==> src/rtl/stage_ram_writer_if.sv <==
// rtl/stage_ram_writer_if.sv - update-request handshake between rule loader and stage RAM writer
//
// Signals (direction as seen by the writer, modport slave):
//   req_valid    in   request valid
//   req_ready    out  writer idle; request taken on valid & ready
//   req_op       in   0 = set nexthop, 1 = set child pointer
//   req_block    in   target block index (BLK_BITS)
//   req_prefix   in   prefix bits within the 4-bit stride, MSB-aligned
//   req_len      in   prefix length within the stride (nexthop only)
//   req_nexthop  in   nexthop value
//   req_child    in   child block pointer (DATA_WIDTH-9)
//   done         out  one-cycle completion pulse
//   err          out  qualified by done: request rejected, nothing written
interface stage_ram_writer_if #(
    parameter int BLK_BITS   = 4,
    parameter int DATA_WIDTH = 16
);
    logic                  req_valid;
    logic                  req_ready;
    logic                  req_op;
    logic [BLK_BITS-1:0]   req_block;
    logic [3:0]            req_prefix;
    logic [2:0]            req_len;
    logic [7:0]            req_nexthop;
    logic [DATA_WIDTH-10:0] req_child;
    logic                  done;
    logic                  err;

    modport master (
        output req_valid, req_op, req_block, req_prefix, req_len, req_nexthop, req_child,
        input  req_ready, done, err
    );

    modport slave (
        input  req_valid, req_op, req_block, req_prefix, req_len, req_nexthop, req_child,
        output req_ready, done, err
    );
endinterface

==> src/rtl/stage_ram_writer.sv <==
// rtl/stage_ram_writer.sv - read-modify-write update engine for one 4-bit-stride trie stage RAM
//
// Ports:
//   clk          clock, rising edge
//   rst          asynchronous reset, active-low
//   req          stage_ram_writer_if.slave: update request handshake plus done/err
//   ram_rd_addr  RAM read address {block, slot}; data returns one cycle later
//   ram_rd_data  RAM read data
//   ram_wr_en    RAM write strobe
//   ram_wr_addr  RAM write address {block, slot}
//   ram_wr_data  RAM write data: exist | nexthop[7:0] | child_ptr
module stage_ram_writer #(
    parameter int NUM_ENTRY  = 16,
    parameter int DATA_WIDTH = 16,
    parameter int BLK_BITS   = $clog2(NUM_ENTRY)
) (
    input  logic                  clk,
    input  logic                  rst,
    stage_ram_writer_if.slave     req,
    output logic [BLK_BITS+3:0]   ram_rd_addr,
    input  logic [DATA_WIDTH-1:0] ram_rd_data,
    output logic                  ram_wr_en,
    output logic [BLK_BITS+3:0]   ram_wr_addr,
    output logic [DATA_WIDTH-1:0] ram_wr_data
);
    localparam int CW = DATA_WIDTH - 9;

    typedef enum logic [1:0] {IDLE, RD, WR, DONE} state_t;

    state_t              state;
    state_t              state_next;

    logic                op_q;
    logic [BLK_BITS-1:0] blk_q;
    logic [3:0]          base_q;
    logic [3:0]          last_q;
    logic [3:0]          idx_q;
    logic [7:0]          nh_q;
    logic [CW-1:0]       child_q;
    logic                err_q;

    logic                accept;
    logic                bad_len;
    logic [3:0]          span_mask;
    logic [3:0]          slot;
    logic [BLK_BITS+3:0] slot_addr;

    // Low (4-len) bits set: doubles as the alignment mask for the base slot
    // and as (slot count - 1) for a nexthop expansion.
    assign span_mask = 4'hF >> req.req_len;
    assign bad_len   = (req.req_op == 1'b0) && (req.req_len > 3'd4);
    assign accept    = (state == IDLE) && req.req_valid;
    // base is aligned to the span, so this 4-bit sum never wraps.
    assign slot      = base_q + idx_q;
    assign slot_addr = {blk_q, slot};

    always_ff @(posedge clk or negedge rst) begin
        if (!rst) begin
            state   <= IDLE;
            op_q    <= 1'b0;
            blk_q   <= '0;
            base_q  <= '0;
            last_q  <= '0;
            idx_q   <= '0;
            nh_q    <= '0;
            child_q <= '0;
            err_q   <= 1'b0;
        end else begin
            state <= state_next;
            if (accept) begin
                op_q    <= req.req_op;
                blk_q   <= req.req_block;
                nh_q    <= req.req_nexthop;
                child_q <= req.req_child;
                idx_q   <= '0;
                err_q   <= bad_len;
                if (req.req_op) begin
                    base_q <= req.req_prefix;
                    last_q <= '0;
                end else begin
                    base_q <= req.req_prefix & ~span_mask;
                    last_q <= span_mask;
                end
            end else if (state == WR && idx_q != last_q) begin
                idx_q <= idx_q + 4'd1;
            end
        end
    end

    always_comb begin
        state_next    = state;
        req.req_ready = 1'b0;
        req.done      = 1'b0;
        req.err       = 1'b0;
        ram_rd_addr   = '0;
        ram_wr_en     = 1'b0;
        ram_wr_addr   = '0;
        ram_wr_data   = '0;
        case (state)
            IDLE: begin
                req.req_ready = 1'b1;
                if (req.req_valid) begin
                    state_next = bad_len ? DONE : RD;
                end
            end
            RD: begin
                ram_rd_addr = slot_addr;
                state_next  = WR;
            end
            WR: begin
                // Only the field being updated changes; the rest comes from the read.
                ram_wr_en   = 1'b1;
                ram_wr_addr = slot_addr;
                if (op_q) begin
                    ram_wr_data = {ram_rd_data[DATA_WIDTH-1:DATA_WIDTH-9], child_q};
                end else begin
                    ram_wr_data = {1'b1, nh_q, ram_rd_data[DATA_WIDTH-10:0]};
                end
                state_next = (idx_q == last_q) ? DONE : RD;
            end
            DONE: begin
                req.done   = 1'b1;
                req.err    = err_q;
                state_next = IDLE;
            end
            default: state_next = IDLE;
        endcase
    end
endmodule

==> src/flat_wrapper.sv <==
// flat-port wrapper written by rule: the top's interface ports become plain ports
module stage_ram_writer_flat 
#(
    parameter int NUM_ENTRY  = 16,
    parameter int DATA_WIDTH = 16,
    parameter int BLK_BITS   = $clog2(NUM_ENTRY)
)
  (clk, rst, ram_rd_addr, ram_rd_data, ram_wr_en, ram_wr_addr, ram_wr_data, req_req_valid, req_req_op, req_req_block, req_req_prefix, req_req_len, req_req_nexthop, req_req_child, req_req_ready, req_done, req_err);
  stage_ram_writer_if #(.BLK_BITS(BLK_BITS), .DATA_WIDTH(DATA_WIDTH)) req_i ();
  input  logic clk;
  input  logic rst;
  output logic [BLK_BITS+3:0] ram_rd_addr;
  input  logic [DATA_WIDTH-1:0] ram_rd_data;
  output logic ram_wr_en;
  output logic [BLK_BITS+3:0] ram_wr_addr;
  output logic [DATA_WIDTH-1:0] ram_wr_data;
  input wire logic [$bits(req_i.req_valid)-1:0] req_req_valid;
  input wire logic [$bits(req_i.req_op)-1:0] req_req_op;
  input wire logic [$bits(req_i.req_block)-1:0] req_req_block;
  input wire logic [$bits(req_i.req_prefix)-1:0] req_req_prefix;
  input wire logic [$bits(req_i.req_len)-1:0] req_req_len;
  input wire logic [$bits(req_i.req_nexthop)-1:0] req_req_nexthop;
  input wire logic [$bits(req_i.req_child)-1:0] req_req_child;
  output wire logic [$bits(req_i.req_ready)-1:0] req_req_ready;
  output wire logic [$bits(req_i.done)-1:0] req_done;
  output wire logic [$bits(req_i.err)-1:0] req_err;
  assign req_i.req_valid = req_req_valid;
  assign req_i.req_op = req_req_op;
  assign req_i.req_block = req_req_block;
  assign req_i.req_prefix = req_req_prefix;
  assign req_i.req_len = req_req_len;
  assign req_i.req_nexthop = req_req_nexthop;
  assign req_i.req_child = req_req_child;
  assign req_req_ready = req_i.req_ready;
  assign req_done = req_i.done;
  assign req_err = req_i.err;
  stage_ram_writer #(.NUM_ENTRY(NUM_ENTRY), .DATA_WIDTH(DATA_WIDTH), .BLK_BITS(BLK_BITS)) u_core (.clk(clk), .rst(rst), .req(req_i), .ram_rd_addr(ram_rd_addr), .ram_rd_data(ram_rd_data), .ram_wr_en(ram_wr_en), .ram_wr_addr(ram_wr_addr), .ram_wr_data(ram_wr_data));
endmodule
==> config.mk <==
export PLATFORM = sky130hd
export DESIGN_NAME = stage_ram_writer_flat
export DESIGN_NICKNAME = d
export VERILOG_FILES = /design/src/rtl/stage_ram_writer_if.sv /design/src/rtl/stage_ram_writer.sv /design/src/flat_wrapper.sv
export SDC_FILE = /design/constraint.sdc
export NUM_CORES = 1
export LEC_CHECK = 0
export ABC_AREA = 1
export CORE_ASPECT_RATIO = 0.6
export CORE_MARGIN = 8
export CORE_UTILIZATION = 35
export DETAILED_ROUTE_END_ITERATION = 8
export HOLD_SLACK_MARGIN = 0.08
export MAX_ROUTING_LAYER = met4
export PLACE_DENSITY = 0.78
export SETUP_SLACK_MARGIN = 0.2
export SLEW_MARGIN = 20
export SYNTH_ARGS = -nofsm -noshare
export SYNTH_HDL_FRONTEND = slang
export SYNTH_SLANG_ARGS = --single-unit
==> constraint.sdc <==
create_clock -name clk -period 5.42 [get_ports clk]
set_clock_uncertainty 0.15 [all_clocks]
set_input_delay 1.626 -clock clk [delete_from_list [all_inputs] [get_ports clk]]
set_output_delay 1.626 -clock clk [all_outputs]
set_load 0.03 [all_outputs]
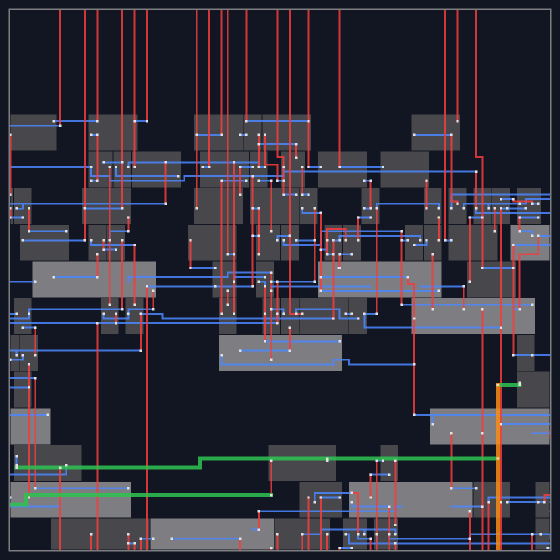
Fig. 1. A small window of the routed layout.
Region (37, 33) to (77, 73) um. Cells in grey, sequential cells in the stronger grey; small squares are vias.
metal 1: drawn in blue. metal 3: drawn in green. metal 4: drawn in orange. metal 2: drawn in red.
Sequential cells in the window: 8. Most frequent: nand2_1 (26), clkdlybuf4s50_1 (17), dfrtp_1 (8). 70 logic cells have their middle in the window. Netlist names of flops here include `u_core.child_q` (5), `u_core.idx_q` (2).

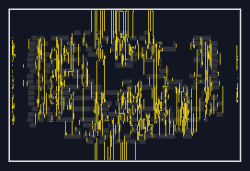
Fig. 2. Signal wires on met2.
Scale: 2 px per um. Cells faint in the background.
The layer holds 42% of the routed length. 306 nets have wire on it.
vias: 1,935
GR Util met2: 0.212
wirelength, routed: 5.65 mm

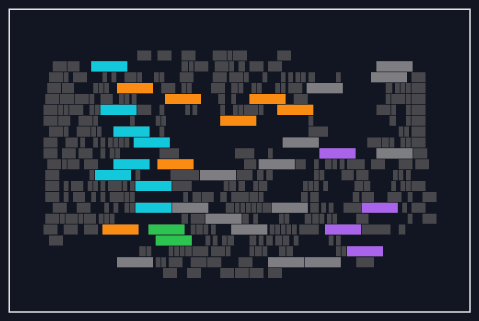
Fig. 3. Sequential cells coloured by netlist name.
Scale: 4 px per um.
`u_core.state`: drawn in green, sequential cells 2. `u_core.nh_q`: drawn in cyan, sequential cells 8, where middle left. `u_core.base_q`: drawn in purple, sequential cells 4. `u_core.child_q`: drawn in orange, sequential cells 7.
P_seq: 0.490 mW
Seq/total area: 0.298
FF+latch area: 876 um^2
final core utilization: 0.522

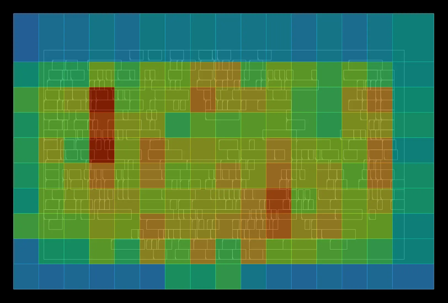
Fig. 4. Congestion heat map.
met3 Usage GRT: 0.0427
met1 usage: 0.174
gr usage total: 0.138

==> results.toml <==
# physical design summary
[synth]
synthesis.instances = 269
syn-num-nets = 320
avgSynthCellArea_um2 = 7.62
synth_cell_types = 30
synthAoiAreaFrac = 0.101
synthesis.area_um2 = 2050
ys_top_logic_family = "simple AND/OR/NAND/NOR gates"
largest_area_cell = "dfrtp_1"
ys_seq_frac = 0.427
ys.flop_type = "dfrtp_1"
synthSimpleGateAreaFrac = 0.320
xor_area_frac = 0.0171
ys_area_um2 = 2050
async_flop_share = 1.00
ys_cells = 269
yosysWarnings = 0
synth_top_area_share = 0.427
edf_count = 0
area_leaders = "dfrtp_1 43%, nand2_1 20%, a21oi_2 4.7%"
yosys.area_share.adder = 0.0342

[setup_path]
cp_max_fo = 1
end_kind = "output pin"
path_common_cell = "clkdlybuf4s50_1"
max_stage_delay_ns = 0.69
crit_end = "ram_wr_data[11]"
cp-startpoint = "ram_rd_data[11]"
worst_ep_arrival_time_ns = 3.01
crit_path_top_delay_cell = "clkdlybuf4s50_1"
crit_required_ns = 3.64
worstRegToRegCells = 5
crit_chain = "clkdlybuf4s50_1, nand2_1, a21oi_2, clkdlybuf4s50_1"

[worst_hold_path]
hold_depth = 2
holdPathEnd = "u_core.child_q[6]"
hp-start = "u_core.child_q[6]"

[global_routing]
overflow = 0
grt_pass1_vias = 1991
antenna_found_initial = 0
grt_first_pass_wirelength_mm = 9.12
grt_max_degree = 38

[placement]
dp_hpwl_mm = 4.24
port-buffer-count = 81
gp_congestion = 0.779

[cts]
cts_tree = "yes"
clock_path_buffers = 2
post_cts_buffers = 0
clkTransAtPathRegs_ns = 0.07
cts-buffers-inserted = 5
htreeDepth = 2
worstSkewPairLatency_ns = 0.28

[final_layout]
dominant_cells = "multi-input combinational cells"
fill_cells = 552
comb_area_frac = 0.330
n_all_inverters = 26
flops = 35
clock_area_frac = 0.0277
multiInputCombCellCount = 197
nClkBuffers = 7
diodes = 0
areaGrowthSynthToFinish_pct = 43.3
logic_area_um2 = 970
final_net_count = 397

[timing]
fin_crit_sh = 0.883
tns_ns = 0
setup_viol = 0
min_period_ns = 4.79
fin_ws_ns = 0.632
slew_viol_final = 0
rsz0062_at_grt = "no"
relSlewSlack = 0.475
timing.fmax_mhz = 209
final_hold_viol_count = 0
tightest_slew_ns = 0.787

[drt]
drt-initial-drc-count = 93
dr.pass1.iters = 4
remaining_drc_errors = 0

[flow_run]
log.warning_count = 26
cap_viol_max_count = 0

[pwr]
leakagePower_nw = 1.38
pwr_density_cell_nw_per_um2 = 518
vdd_drop_max_uv = 234

[floorplanning]
row_count = 21
dieArea_um2 = 8640
chipHeight_um = 75.3
pin_count = 82
tap_cells = 80
fp_util = 0.365

[status]
status = "completed"
[through the flow]
step	cells	cell area [um^2]	power [mW]	hold WS, ns
finish	427	2940	1.52	0.333
floorplan	269	2050	1.08	0.299
CTS	427	2940	1.54	0.339
detailed placement	419	2860	1.36	0.320
global placement	419	2860	1.33	0.313
global route	427	2940	1.65	0.361
[synthesized netlist by cell type, types with 4 or more instances]
master,n
nand2_1,111
dfrtp_1,35
inv_1,23
nor2_1,22
a21oi_2,11
nand3_1,11
o21ai_0,9
a21oi_1,8
buf_6,6
ha_1,4
nand4_1,4
[flip-flops by register name, indices dropped and copies added (netlist names)]
name,count
u_core.base_q,4
u_core.blk_q,4
u_core.child_q,7
u_core.err_q,1
u_core.idx_q,4
u_core.last_q,4
u_core.nh_q,8
u_core.op_q,1
u_core.state,2
[layout by cell type, fill, tap and decap left out, types with 2 or more instances in the layout]
master,count
ha_1,4
a21oi_2,11
nor2_1,22
dfrtp_1,35
nand2_1,111
o21ai_0,9
a21oi_1,8
nand4_1,4
nand3_1,11
inv_1,23
nand2_4,2
xor2_1,3
clkdlybuf4s50_1,80
clkbuf_8,5
clkbuf_1,2
o21ai_1,2
[metal layers]
| metal | track usage | up-vias | wire length [um] |
|---|---|---|---|
| met5 | - | - | 0 |
| met4 | 0.0390 | 0 | 45 |
| met3 | 0.0427 | 5 | 431 |
| met2 | 0.212 | 66 | 2360 |
| met1 | 0.174 | 879 | 2810 |
| li1 | - | 985 | - |
[worst max-delay path: cells and delay by family]
kind / cells / cell delay (ns)
buf+inv: 2 / 1.16
compound gates: 1 / 0.16
simple gates: 1 / 0.07
[power by group]
group          total, mW  switching [mW]  internal (mW)
clock network      0.180          0.0901         0.0902
logic              0.852           0.529          0.323
registers          0.490           0.112          0.378
Power and IR drop assume default switching activity.
